--- src/rtl/uart_tx_pacer_pkg.sv ---
// Shared definitions for the UART transmit pacer: default gap, grant and state encodings,
// and the round-robin grant helper.
package uart_tx_pacer_pkg;

  localparam int unsigned DUMPWAIT = 32'h0000_0fff;

  typedef enum logic {
    GNT_MON  = 1'b0,
    GNT_FIFO = 1'b1
  } grant_e;

  typedef enum logic {
    ST_IDLE = 1'b0,
    ST_GAP  = 1'b1
  } pacer_state_e;

  // A tie goes to whichever source did not win last time, so neither side can starve.
  function automatic grant_e pick_grant(input logic mon_pend, input logic fifo_pend,
                                        input grant_e last);
    if (mon_pend && fifo_pend) begin
      return (last == GNT_MON) ? GNT_FIFO : GNT_MON;
    end else if (mon_pend) begin
      return GNT_MON;
    end
    return GNT_FIFO;
  endfunction

endpackage

--- src/rtl/uart_tx_pacer.sv ---
// Sole driver of the UART transmitter: merges monitor bytes and the CPU output FIFO into
// one stream, with a fixed idle gap after every launch.
module uart_tx_pacer
  import uart_tx_pacer_pkg::*;
#(
  parameter int unsigned GAP_CYCLES = DUMPWAIT,
  parameter int unsigned CNT_WIDTH  = 16
) (
  input  logic                 CLK,
  input  logic                 reset,
  input  logic                 mon_valid,
  input  logic [7:0]           mon_byte,
  output logic                 mon_ready,
  input  logic                 fifo_en,
  input  logic                 fifo_empty,
  input  logic [7:0]           fifo_data,
  output logic                 fifo_read,
  input  logic                 u_is_transmitting,
  output logic                 u_transmit,
  output logic [7:0]           u_tx_byte,
  output logic                 busy,
  output logic [CNT_WIDTH-1:0] tx_count
);

  localparam logic [CNT_WIDTH-1:0] GAP_LOAD = CNT_WIDTH'(GAP_CYCLES);

  pacer_state_e         state_q, state_d;
  grant_e               last_grant_q, last_grant_d;
  logic [CNT_WIDTH-1:0] gap_q, gap_d;
  logic [CNT_WIDTH-1:0] tx_count_q, tx_count_d;
  logic [7:0]           tx_byte_q, tx_byte_d;
  logic                 transmit_q, transmit_d;
  logic                 fifo_read_q, fifo_read_d;

  logic   mon_pend;
  logic   fifo_pend;
  logic   slot_open;
  grant_e grant;

  assign mon_pend  = mon_valid;
  assign fifo_pend = fifo_en & ~fifo_empty;
  assign slot_open = (state_q == ST_IDLE) & ~u_is_transmitting;
  assign grant     = pick_grant(mon_pend, fifo_pend, last_grant_q);
  assign mon_ready = slot_open & (grant == GNT_MON) & mon_pend;

  always_comb begin
    state_d      = state_q;
    last_grant_d = last_grant_q;
    gap_d        = gap_q;
    tx_count_d   = tx_count_q;
    tx_byte_d    = tx_byte_q;
    transmit_d   = 1'b0;
    fifo_read_d  = 1'b0;
    unique case (state_q)
      ST_IDLE: begin
        if (slot_open && (mon_pend || fifo_pend)) begin
          tx_byte_d    = (grant == GNT_MON) ? mon_byte : fifo_data;
          transmit_d   = 1'b1;
          fifo_read_d  = (grant == GNT_FIFO);
          last_grant_d = grant;
          tx_count_d   = tx_count_q + CNT_WIDTH'(1);
          gap_d        = GAP_LOAD;
          state_d      = ST_GAP;
        end
      end
      ST_GAP: begin
        // The extra cycle spent seeing gap==0 makes launches GAP_CYCLES+2 apart.
        if (gap_q == '0) begin
          state_d = ST_IDLE;
        end else begin
          gap_d = gap_q - CNT_WIDTH'(1);
        end
      end
      default: state_d = ST_IDLE;
    endcase
  end

  always_ff @(posedge CLK) begin
    if (!reset) begin
      state_q      <= ST_IDLE;
      last_grant_q <= GNT_FIFO;
      gap_q        <= '0;
      tx_count_q   <= '0;
      tx_byte_q    <= 8'h00;
      transmit_q   <= 1'b0;
      fifo_read_q  <= 1'b0;
    end else begin
      state_q      <= state_d;
      last_grant_q <= last_grant_d;
      gap_q        <= gap_d;
      tx_count_q   <= tx_count_d;
      tx_byte_q    <= tx_byte_d;
      transmit_q   <= transmit_d;
      fifo_read_q  <= fifo_read_d;
    end
  end

  assign u_transmit = transmit_q;
  assign fifo_read  = fifo_read_q;
  assign u_tx_byte  = tx_byte_q;
  assign busy       = (state_q != ST_IDLE);
  assign tx_count   = tx_count_q;

endmodule

--- config.mk ---
export PLATFORM = sky130hd
export DESIGN_NAME = uart_tx_pacer
export DESIGN_NICKNAME = d
export VERILOG_FILES = /design/src/rtl/uart_tx_pacer_pkg.sv /design/src/rtl/uart_tx_pacer.sv
export SDC_FILE = /design/constraint.sdc
export NUM_CORES = 1
export LEC_CHECK = 0
export CAP_MARGIN = 15
export CORE_MARGIN = 2
export CORE_UTILIZATION = 52
export CTS_CLUSTER_DIAMETER = 200
export CTS_CLUSTER_SIZE = 12
export DETAILED_ROUTE_END_ITERATION = 8
export GPL_TIMING_DRIVEN = 0
export PLACE_DENSITY = 0.83
export SLEW_MARGIN = 5
export SYNTH_ARGS = -nofsm -noshare
export SYNTH_HDL_FRONTEND = slang
export SYNTH_SLANG_ARGS = --single-unit
--- constraint.sdc ---
create_clock -name CLK -period 4.07 [get_ports CLK]
set_input_delay 0.814 -clock CLK [delete_from_list [all_inputs] [get_ports CLK]]
set_output_delay 0.814 -clock CLK [all_outputs]
set_load 0.05 [all_outputs]
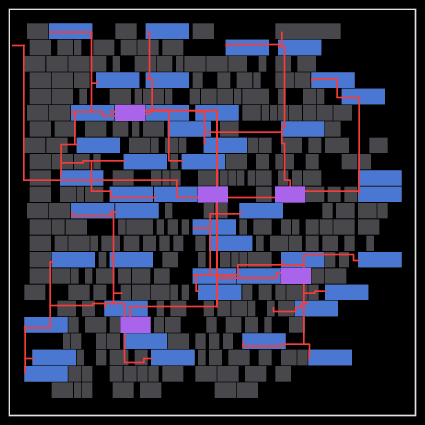
run_1/clk_routes.png
Drawn at 6 px/um.
flip-flops: marked blue, count 44. clock wires: marked red, length 531 um. clock drivers: marked purple, count 5.
Position of the flops: all over the die. There are 6 routed clock nets.
post-route clock skew: 4.06 ps
Clk pwr share: 32.5%
total clock network power: 330 uW

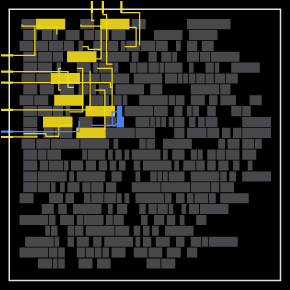
run_1/io_fan.png
Drawn at 4 px/um.
`u_tx_byte`: marked yellow, bits 8, direction output, edge 5 left, 3 top, end cells 8, buffers 8, wire 236 um. `u_is_transmitting`: marked blue, bits 1, direction input, edge left, end cells 2, buffers 1, wire 31.8 um.
port bufs: 47
I/O pins: 50

==> run notes, run 1 <==
Flow results.

- The run finished with clean final reports.
- Once layout is done, the placed cells without fillers occupy 2730 um2.
- Clock-pin slew was measured on the worst setup and hold paths at 80 ps.
- The overall die size recorded for this design is 4550 um2.
- Setup repair after global routing left no endpoint under its margin.
- The worst path meets setup with 300 ps of slack.
- The layout summary lists the proportion of cells stronger than drive strength 1 as 5.80%.
- The max capacitance violation total is 0.
- The area fraction in xor and xnor cells is 2.09%.
- The post-synthesis register bit count is 44.
- The sequential area share after synthesis is 42.1%.
- The fraction of area in non-clock buffers is 19.4%.
- Overall power consumption after layout is estimated at 1020 uW.
- The report lists the power per cell area as 372 nW/um2.
- The cell area after synthesis is 2090 um2.
- Along the worst path, the maximum fanout reaches 10.
- At the end of the flow, the number of nets in the layout was 316.
- The via count is 1,976.
- The signal on the critical path passes through clkdlybuf4s50_1, nand2b_1, o21ai_0, buf_1, nor3_1, clkdlybuf4s50_1.
- The number of DRC markers in iteration 0 is 141.
- The remaining max-slew budget at the tightest pin is 53.7%.
- Of all the cell area in the finished design, the clock network holds 3.94%.
- The vertical die dimension is 67.4 um.
- The maximum level of the CTS H-tree is 2.
- The most numerous cell type found on the critical path is clkdlybuf4s50_1.
- Compared with the post-synthesis result, the final layout area differs by 30.6%.
- After clock tree synthesis, the setup repair step added 0 buffers.
- The library cell contributing the largest single delay on the critical path is clkdlybuf4s50_1.
- Synthesis handed over a netlist of 238 instances.
- The largest net degree at the start of global routing is 14.
- After legalization and detailed placement, the total HPWL measured 3490 um.
- The biggest area consumer among cell classes is logic gates.
- The longest clock path from root to sink contains 2 buffers.
- The total iterations of the first detailed-routing run is 4.
- The achievable clock frequency is 0.265 GHz.
- Multi-input gates account for 41.4% of the area.
- The post-placement setup slack is 305 ps.
- Hold analysis shows the worst path with a depth of 2.
- STA reports the tightest min-delay check as being of type reg -> reg.
- The post-detailed-routing wire length is 4880 um.
- Leaving out fill and tap cells, the most frequent cells in the layout are 47 x clkdlybuf4s50_1, 44 x dfxtp_1, 21 x nor2_1.
- For this run, the total global-route usage over all layers was measured as 23.0%.
- By instance count after routing, the leading logic cell type is clkdlybuf4s50_1.
- The non-clock inverter count in the final layout is 6.
- The final count of pins violating max slew is 0.
- Once the floorplan was initialized, standard cells occupied 53.1% of the core.
- The initial antenna violation count is 0.
- The net count entering floorplan is 262.
- The final number of setup-violating endpoints is 0.
- The source of the worst hold timing path is tx_count[15]$_SDFFE_PN0P_.
- The data required time of the critical path is 3260 ps.
- The final weighted congestion recorded by global placement is 0.910.
- The share of cell area taken by muxes after synthesis is 5.32%.
- The leftover overflow at the end of global routing is 0.
- The placeable core region is 3940 um2.
- The via count of the first global-routing pass is 1,699.
- The number of cell instances on the worst register-to-register path is 7.
- The area taken by multi-input combinational cells is reported as 1130 um2.
- The worst setup path is of the in -> out kind.
- The clock period could shrink to 3770 ps.
- The stage delay of the slowest cell on the critical path is 880 ps.
- For the worst-skew pair, the clock arrives at the later sink with an insertion delay of 300 ps.
- The area of placed instances is 2630 um2.
- After synthesis, the share of flip-flops with an asynchronous set or reset is 0%.
- The sequential cell area is 881 um2.
- Hold-check failures listed in the final report amount to 0.
- Final hold analysis gives a worst-case slack of 500 ps.
- The repair_antennas step left the layout with diodes totalling 0.
- The first global-routing pass estimated 7890 um of wire.
- The element type at the critical path start is a primary input.
- Dividing the synthesized area by the synthesized cell count gives 8.80 um2.
- TritonCTS built the clock tree.
- Yosys mapped the design onto 46 distinct sky130hd cell types.
- After Yosys synthesis, full adders, half adders and majority gates account for 1.20% of the synthesized area.
- The highest supply drop recorded on VDD is 0.000262 V.
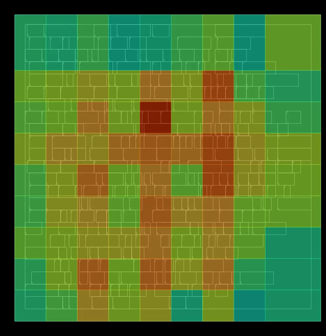
run_1/congestion.png
WL per Instance: 14.2 um
met3 Use GR: 8.00%
Final Util: 69.3%
layer carrying the most global-route usage: met2
routing usage on met1: 30.5%

run 1: metrics by stage:
step | std cells | util (%)
2_1_floorplan | 238 | -
3_3_place_gp | 335 | 66.6
3_5_place_dp | 335 | 66.6
4_1_cts | 343 | 69.3
5_1_grt | 343 | 69.3
6_report | 343 | 69.3
run 1: worst max-delay path by stage:
stage                     from        end  slack, ps  cells after the start
finish              fifo_empty  mon_ready        300                      6
global route        fifo_empty  mon_ready        150                      6
CTS                 fifo_empty  mon_ready        290                      6
detailed placement  fifo_empty  mon_ready        300                      6
global placement    fifo_empty  mon_ready        350                      6
floorplan            mon_valid  mon_ready        720                      4
run 1: synthesized netlist by cell type (5+ instances only):
master	number
inv_1	5
o31ai_1	5
nand4_1	5
or4_1	7
a211oi_1	13
a21oi_1	17
nor3_1	5
mux2i_1	10
nand3_1	5
o21ai_0	10
dfxtp_1	44
nand2_1	9
a311oi_1	5
or3_1	11
nor2_1	21
nor4_1	6
clkbuf_1	10
run 1: sequential cells by signal, summed over array words and instances (netlist names):
signal	flops
u_tx_byte	8
busy	1
u_transmit	1
gap_q	16
last_grant_q	1
fifo_read	1
tx_count	16
run 1: logic make-up after synthesis:
group | count (synthesis)
AND-OR/OR-AND | 67
AND/OR/NAND/NOR | 88
buffers and inverters | 21
XOR/XNOR | 5
adder cells (fa/ha/maj) | 2
multiplexers | 11
flip-flops | 44
run 1: where the power goes:
group          total (uW)  leakage, uW  switching [uW]  internal [uW]
sequential            477     0.000360            21.0            456
clock                 330    0.0000552             148            182
combinational         210     0.000522             124           86.1
run 1: layer usage:
layer,up-vias,part of all wire (%),GRT usage [%]
li1,1021,-,-
met3,6,5.9,8.00
met4,0,1.1,6.12
met2,43,45,35.8
met1,906,48,30.5
met5,-,0,0
==> run 1 -> run 2 <==
SLEW_MARGIN = 20   (was 5)
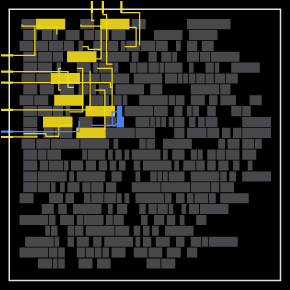
run_2/io_fan.png
Drawn at 4 px/um.
`u_is_transmitting`: marked blue, bits 1, direction input, edge left, end cells 2, buffers 1, wire 31.8 um. `u_tx_byte`: marked yellow, bits 8, direction output, edge 5 left, 3 top, end cells 8, buffers 8, wire 236 um.

==> run 2 against run 1 <==
  * Register-to-register slack is essentially flat
  * Core utilization is the same
  * Sequential power about the same
  * Synthesized area unchanged
  * Synthesized cell count stayed put
  * Fmax unchanged
  * Clock skew did not move
  * Clock power is essentially flat
  * Critical path depth unchanged
  * Combinational power hardly changed
  * Via count is the same
  * Worst hold slack stayed put
  * Largest cell class unchanged
==> run notes, run 2 <==
Flow results.

- The post-CTS setup repair buffer count is 0.
- During I/O placement, the number of pins put on the boundary was 50.
- The post-synth count of flops with an enable pin is 0.
- The critical path start-end classification is in -> out.
- STA reports the tightest min-delay check as being of type reg -> reg.
- The clock insertion delay at the later pin of the skew report is 300 ps.
- The remaining max-slew budget at the tightest pin is 53.7%.
- The detail route stage leaves a number of antenna-violating nets equal to 0.
- The worst reg2reg path startpoint is busy$_SDFF_PN0_.
- The ratio of final minimum period to clock period is 92.6%.
- Data on the critical path arrives at its endpoint at 2960 ps.
- The wire length of the first global-routing pass is 7890 um.
- Total power normalized to cell area comes to 372 nW/um2.
- The fraction of synthesis flops using an asynchronous set or reset pin is 0%.
- Per the TritonCTS log, the buffer count is 5.
- The biggest area consumer among synthesized cells is dfxtp_1.
- The synthesized netlist contains 46 unique library cells.
- The final HPWL from detailed placement is 3490 um.
- By count the netlist is led by 44 x dfxtp_1, 21 x nor2_1, 17 x a21oi_1, 13 x a211oi_1, 11 x or3_1.
- The largest family of logic cells by area is simple AND/OR/NAND/NOR gates.
- The number of gates resized after CTS was 0.
- The arithmetic-cell share of the synthesized area counting full adders, half adders and majority gates is 1.20%.
- The clock sink total is 44.
- The yosys warning tally is 0.
- The first detailed-routing pass took 4 iterations.
- The start point of the critical path is fifo_empty.
- The number of antenna cells inserted is 0.
- The most frequent logic cell in the layout is clkdlybuf4s50_1.
- The static power due to leakage is 0.000937 uW.
- Port buffering added 47 buffers.
- The count of standard-cell rows is 23.
- dfxtp_1 is the most common cell in the netlist.
- Post-synth the commonest register cell is dfxtp_1.
- The source of the worst hold timing path is tx_count[15]$_SDFFE_PN0P_.
- After synthesis, flip-flops and latches occupy 42.1% of the total area.
- The area taken by multi-input combinational cells is reported as 1130 um2.
- The post-synthesis to final-layout area growth is 30.6%.
- After filler insertion, the fill cell instance count of the layout stands at 322.
- The placeable core region is 3940 um2.
- The sequential cell area is 881 um2.
- According to the floorplan report, the total die area is 4550 um2.
- The number of failing hold endpoints at the final stage is 0.
- After Yosys synthesis, and, or, nand and nor cells account for 23.8% of the synthesized area.
- The area fraction in compound gates is 21.6%.
- The data required time reported for the critical path is 3260 ps.
- The via count of the first global-routing pass is 1,699.
- The initial antenna violation count is 0.
- Entering global routing, the biggest net connects 14 pins.
- The vertical die dimension is 67.4 um.
- The count of instantiated cells in the yosys netlist is 238.
- The tree is rooted in a clkbuf_8.
- After synthesis, the mean cell area works out to 8.80 um2.
- The worst-case clock buffer depth is 2.
- Per the detail_route report, routed wire per instance is 14.2 um.
- The synthesis run shows multiplexers occupying 5.32% of the cell area.
- Timing would allow up to 0.265 GHz.
- The post-synthesis register bit count is 44.
- The share of cells above drive strength 1 is 5.80%.
- The horizontal die dimension reported for this design is 67.4 um.
- The final layout reports a setup TNS of 0 ps.
- For this run the aggregate overflow at the end of global routing stands at 0.
- The synthesis report lists the most area-consuming cells as dfxtp_1 42%, mux2i_1 4.8%, a211oi_1 4.7%.
- The cell area after synthesis is 2090 um2.
- The area reported by Yosys stat is 2090 um2.
- Hold repair after CTS inserted 0 buffers.
- Looking at the clock tree report, the H-tree level count equals 2.
- The pre-placement core utilization is 53.1%.
- The largest driver fanout on the critical path is 10.
- The kind of end point of the critical path is an output pin.
- Setup repair after global routing left no endpoint under its margin.
- After detailed routing, the number of remaining DRC violations is 0.
- The routed layout has 1,976 vias.
- The net count entering floorplan is 262.
- The minimum clock period is 3770 ps.
- Overall power consumption after layout is estimated at 1020 uW.
- The element type at the critical path start is a primary input.
- The top cell type by area accounts for 42.1% of the synthesized area.
- The post-detailed-routing wire length is 4880 um.
- Across all stage logs, warnings added up to 26.
- The final weighted congestion in routability-driven placement is 0.910.
- The number of nets at the end of the flow is 316.
- For this run, the final setup violation count is recorded as 0.
- The post-synthesis instance total is 238.
- The CTS tree is built.
- The final report gives the core utilization as 69.3%.
- The largest vdd supply drop is 0.000262 V.
- The detailed router finished its first iteration with 141 violations.
- The area fraction in xor and xnor cells is 2.09%.
- The worst-case clock skew is 4.06 ps.
- Per the cell usage report, the commonest logic cells after layout are 47 x clkdlybuf4s50_1, 44 x dfxtp_1, 21 x nor2_1.
- The clock transition at the register clock pins on the worst setup and hold paths after CTS is 80 ps.
- The actual slew at the worst max-slew pin is 691 ps.
- The routed design shows a via density per instance of 5.76.
- The run finished with clean final reports.
- Per the run summary, max-cap violations total 0.
- The final max-slew violation count recorded for this run is 0.
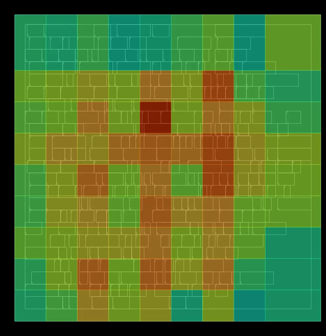
run_2/congestion.png
met2 Resource Use GR: 35.8%
GRT Total Usage: 23.0%

==> run 2: worst paths after layout <==
| path | endpoint | slack [ps] | cells past startpoint |
|---|---|---|---|
| max | mon_ready | 300 | 6 |
| min | tx_count[15]$_SDFFE_PN0P_ | 500 | 2 |
| max reg2reg | u_tx_byte[1]$_SDFFE_PN0P_ | 1670 | 7 |
| min reg2reg | tx_count[15]$_SDFFE_PN0P_ | 500 | 2 |
==> run 2: through the flow <==
step	cells	area (um2)	setup slack [ps]	hold WS (ps)
after global routing	343	2730	154	530
final	343	2730	300	500
after floorplan	238	2090	718	460
after global placement	335	2630	348	470
after detailed placement	335	2630	305	475
after CTS	343	2730	285	489
==> run 2: power by group <==
| part | internal [uW] | total, uW | switching [uW] |
|---|---|---|---|
| Clock | 182 | 330 | 148 |
| Combinational | 86.1 | 210 | 124 |
| Sequential | 456 | 477 | 21.0 |
==> run 2: worst max-delay path, stage by stage <==
cell and delay, ps:
clkdlybuf4s50_1 470, nand2b_1 110, o21ai_0 70, buf_1 310, nor3_1 290, clkdlybuf4s50_1 880
==> run 2: layout make-up <==
| cell class | instances | area share [%] |
|---|---|---|
| timing repair buffer | 47 | 17.2 |
| clock buffer | 6 | 2.65 |
| inverter | 6 | 0.824 |
| clock inverter | 2 | 1.28 |
| buffer | 15 | 2.15 |
| multi-input combinational | 173 | 41.4 |
| tap | 50 | 2.29 |
| sequential | 44 | 32.2 |
==> run 2: routing by layer <==
metal  up-vias  global-route usage [%]  wire [um]
met2        43                    35.8       2220
li1       1021                       -          -
met1       906                    30.5       2320
met5         -                       0          0
met4         0                    6.12         55
met3         6                    8.00        288
==> run 2 -> run 3 <==
CORE_UTILIZATION = 44   (was 52)
CTS_BUF_LIST = sky130_fd_sc_hd__clkbuf_16   (was unset)
PLACE_DENSITY = 0.75   (was 0.83)
clock period = 3.45 ns   (was 4.07 ns; I/O delays follow)
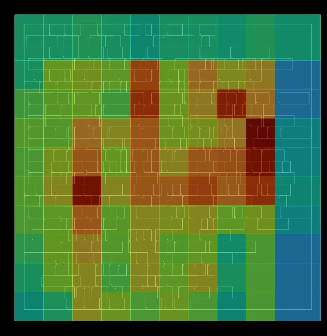
run_3/congestion.png
GRT Total Usage: 20.3%
met3 Use GR: 5.11%

==> run 3 against run 2 <==
  * Final cell count grew 1.2%
  * Combinational power grew 19%
  * Via count grew 3.2%
  * Sequential share of layout area shrank 0.69 points
  * Synthesized cell count is the same
==> run notes, run 3 <==
Flow results.

- The heaviest power group is sequential cells.
- After detailed routing, the total wire length is 5020 um.
- The worst path in the final design needs a cycle of 3200 ps, including I/O delays and setup.
- The via count of the first global-routing pass came to 1,820.
- The area reported by Yosys stat is 2090 um2.
- The initial antenna violation count is 0.
- The final number of setup-violating endpoints is 0.
- The buffer and inverter count on the worst path is 3.
- The total iterations of the first detailed-routing run is 4.
- The global routing stage identified its most utilized layer as met2.
- dfxtp_1 is the most common cell in the netlist.
- At the end of routability-driven placement, the weighted congestion stood at 0.799.
- The final count of pins violating max slew is 0.
- The master cell of the clock root buffer is clkbuf_16.
- Between clock sinks in the finished design, the worst skew comes to 2.13 ps.
- Among all flip-flop cells after synthesis, the most frequent one is dfxtp_1.
- The number of DRC markers in iteration 0 is 107.
- Per the cell usage report, the commonest logic cells after layout are 46 x clkdlybuf4s50_1, 44 x dfxtp_1, 21 x nor2_1.
- The count of instantiated cells in the yosys netlist is 238.
- The setup path with the least slack is of type in -> out.
- The number of unique standard cell types used by synthesis is 46.
- The flow ran to the end, and the final reports show no timing, DRC or antenna violations.
- The register share of total power is 42.1%.
- In this run, power in combinational logic comes to 249 uW.
- The uppermost metal layer occupied by signal nets is met4.
- The data arrival time of the worst path is 2510 ps.
- The net count entering floorplan is 262.
- For this run, the number of Yosys warnings is 0.
- The post-synthesis to final-layout area growth is 33.5%.
- The final antenna diode tally reported by the flow is 0.
- The kind of end point of the critical path is an output pin.
- On the worst path, the slowest cell contributes a delay of 580 ps.
- Per the final layout report, the fraction of cells sized above drive strength 1 comes to 5.80%.
- Sequential power for this build is 564 uW.
- The analysis attributes to cell leakage a power of 0.000971 uW.
- The proportion of total power due to net switching is 27.1%.
- The sequential area share after synthesis is 42.1%.
- The mapped netlist covers 2090 um2.
- The final HPWL from detailed placement is 3580 um.
- The biggest area consumer among synthesized cells is dfxtp_1.
- Per the TritonCTS log, the buffer count is 5.
- The transition time recorded at the tightest slew-check pin is 738 ps.
- Per the detail_route log, met3 wirelength is 286 um.
- The tool warning count for the run is 26.
- Per the final timing report, the hold violations number 0.
- The cell family contributing the most delay on the critical path is buffers and inverters.
- Per the power-grid run, VDD falls by no more than 0.000352 V.
- The worst hold slack is 491 ps.
- The met1 demand-to-capacity share in global routing is 27.8%.
- The share of Yosys cell area claimed by the top area cell type is 42.1%.
- The CTS tree is built.
- Setup repair after global routing left no endpoint under its margin.
- Per report_power, the clock group accounts for 39.3% of the total.
- The detailed-route DRC error count is 0.
- The library cell contributing the largest single delay on the critical path is dlygate4sd2_1.
- The internal power summed over all cells is 977 uW.
- For this design the ratio of total power to cell area is 479 nW/um2.
- The net load switching power is 362 uW.
- Entering global routing, the biggest net connects 14 pins.
- The wire length of the first global-routing pass is 8420 um.
- The met2 layer wire length in the routed design is 2340 um.
- The number of enable-type register cells in the synthesized netlist is 0.
- The data required time of the critical path is 2760 ps.
- For the worst-skew pair, the clock arrives at the later sink with an insertion delay of 280 ps.
- STA on the placed design reports a worst setup slack of -44.3 ps.
- The via count is 2,039.
- The element type at the critical path start is a primary input.
- The clock sink total is 44.
- The die covers 5330 um2.
- The final worst setup slack is 253 ps.
- The path class of the lowest-slack min-delay path is reg -> reg.
- The leftover overflow at the end of global routing is 0.
- The relative contribution of combinational cells to total power is 18.6%.
- The placement report lists the number of port buffers as 47.
- The count of standard-cell rows is 25.
- Dividing the detail-routed wire length by the instance count gives 14.5 um.
- The flop-to-flop setup slack is 1080 ps.
- The remaining max-slew budget at the tightest pin is 50.5%.
- The largest driver fanout on the critical path is 10.
- The ratio of final minimum period to clock period is 92.7%.
- By count the netlist is led by 44 x dfxtp_1, 21 x nor2_1, 17 x a21oi_1, 13 x a211oi_1, 11 x or3_1.
- The number of inserted filler cells in the final layout is 399.
- Once detail routing completed, the nets flagged for antenna violations numbered 0.
- Across the run, the number of max-cap violations was 0.
- The number of nets at the end of the flow is 316.
- The met2 layer usage reported by global route is 30.8%.
- The signal on the critical path passes through clkdlybuf4s50_1, nand2b_1, o21ai_0, buf_1, nor3_1, dlygate4sd2_1.
- The worst-case clock buffer depth is 2.
- For this run, asynchronously set or reset flops after synthesis account for 0%.
- Static timing analysis puts the maximum clock frequency at 0.313 GHz.
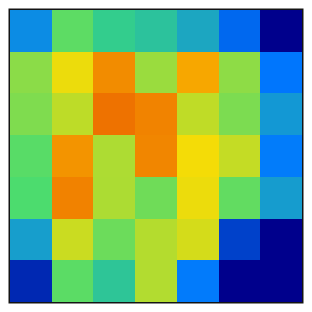
run_3/cell_density.png
Drawn at 4 px/um. The die is cut into 7 by 7 equal tiles; dark blue is low, red is high, 0 to 100% covered.
The densest ninth of the die: center. The mean over all tiles is 51%. 14% of the tiles are over 75% full. 8.2% of the tiles are nearly empty. The fullest tile reaches 87%.
core region area: 4660 um2
FP Util: 44.9%
Final Util: 59.9%

==> run 3: logic make-up after synthesis <==
| kind of cell | Yosys count | share of synthesized area [%] |
|---|---|---|
| simple gates | 88 | 23.8 |
| compound gates | 67 | 21.6 |
| flops | 44 | 42.1 |
| buf+inv | 21 | 3.89 |
| mux | 11 | 5.32 |
| xor+xnor | 5 | 2.09 |
| fa+ha+maj | 2 | 1.20 |
==> run 3: timing repair <==
action	in CTS	in global routing
gates resized	1	0
setup endpoints to repair	1	0
hold buffers	0	0
buffers inserted	0	0
==> run 3: worst reg2reg max path: cells and delay by family (launching register included) <==
family                 cells  cell delay (ps)
buffers and inverters      3             1060
AOI/OAI and AO/OA          2              500
and+or+nand+nor            2              430
DFF                        1              300
==> run 3: stage by stage <==
stage	instance area [um2]	power, uW	cells
global placement	2630	818	339
global route	2790	1390	347
CTS	2790	1350	347
detailed placement	2630	823	339
floorplan	2090	740	238
finish	2790	1340	347
==> run 3: final cells by class <==
cell class	instances	area [um2]	area share [%]
repair buffers	47	469	16.8
inverters	6	22.5	0.806
clock buffers	5	125	4.48
plain buffers	15	58.8	2.10
multi-input cells	173	1130	40.5
flip-flops and latches	44	881	31.5
well taps	54	67.6	2.42
clock inverters	3	38.8	1.39
==> run 3: path summary, 6_finish.rpt <==
path,cells after the start,endpoint,startpoint
setup / recovery,6,mon_ready,fifo_empty
hold / removal,2,tx_count[15]$_SDFFE_PN0P_,tx_count[15]$_SDFFE_PN0P_
setup reg to reg,7,u_tx_byte[3]$_SDFFE_PN0P_,busy$_SDFF_PN0_
hold reg to reg,2,tx_count[15]$_SDFFE_PN0P_,tx_count[15]$_SDFFE_PN0P_
Power and IR drop assume default switching activity.
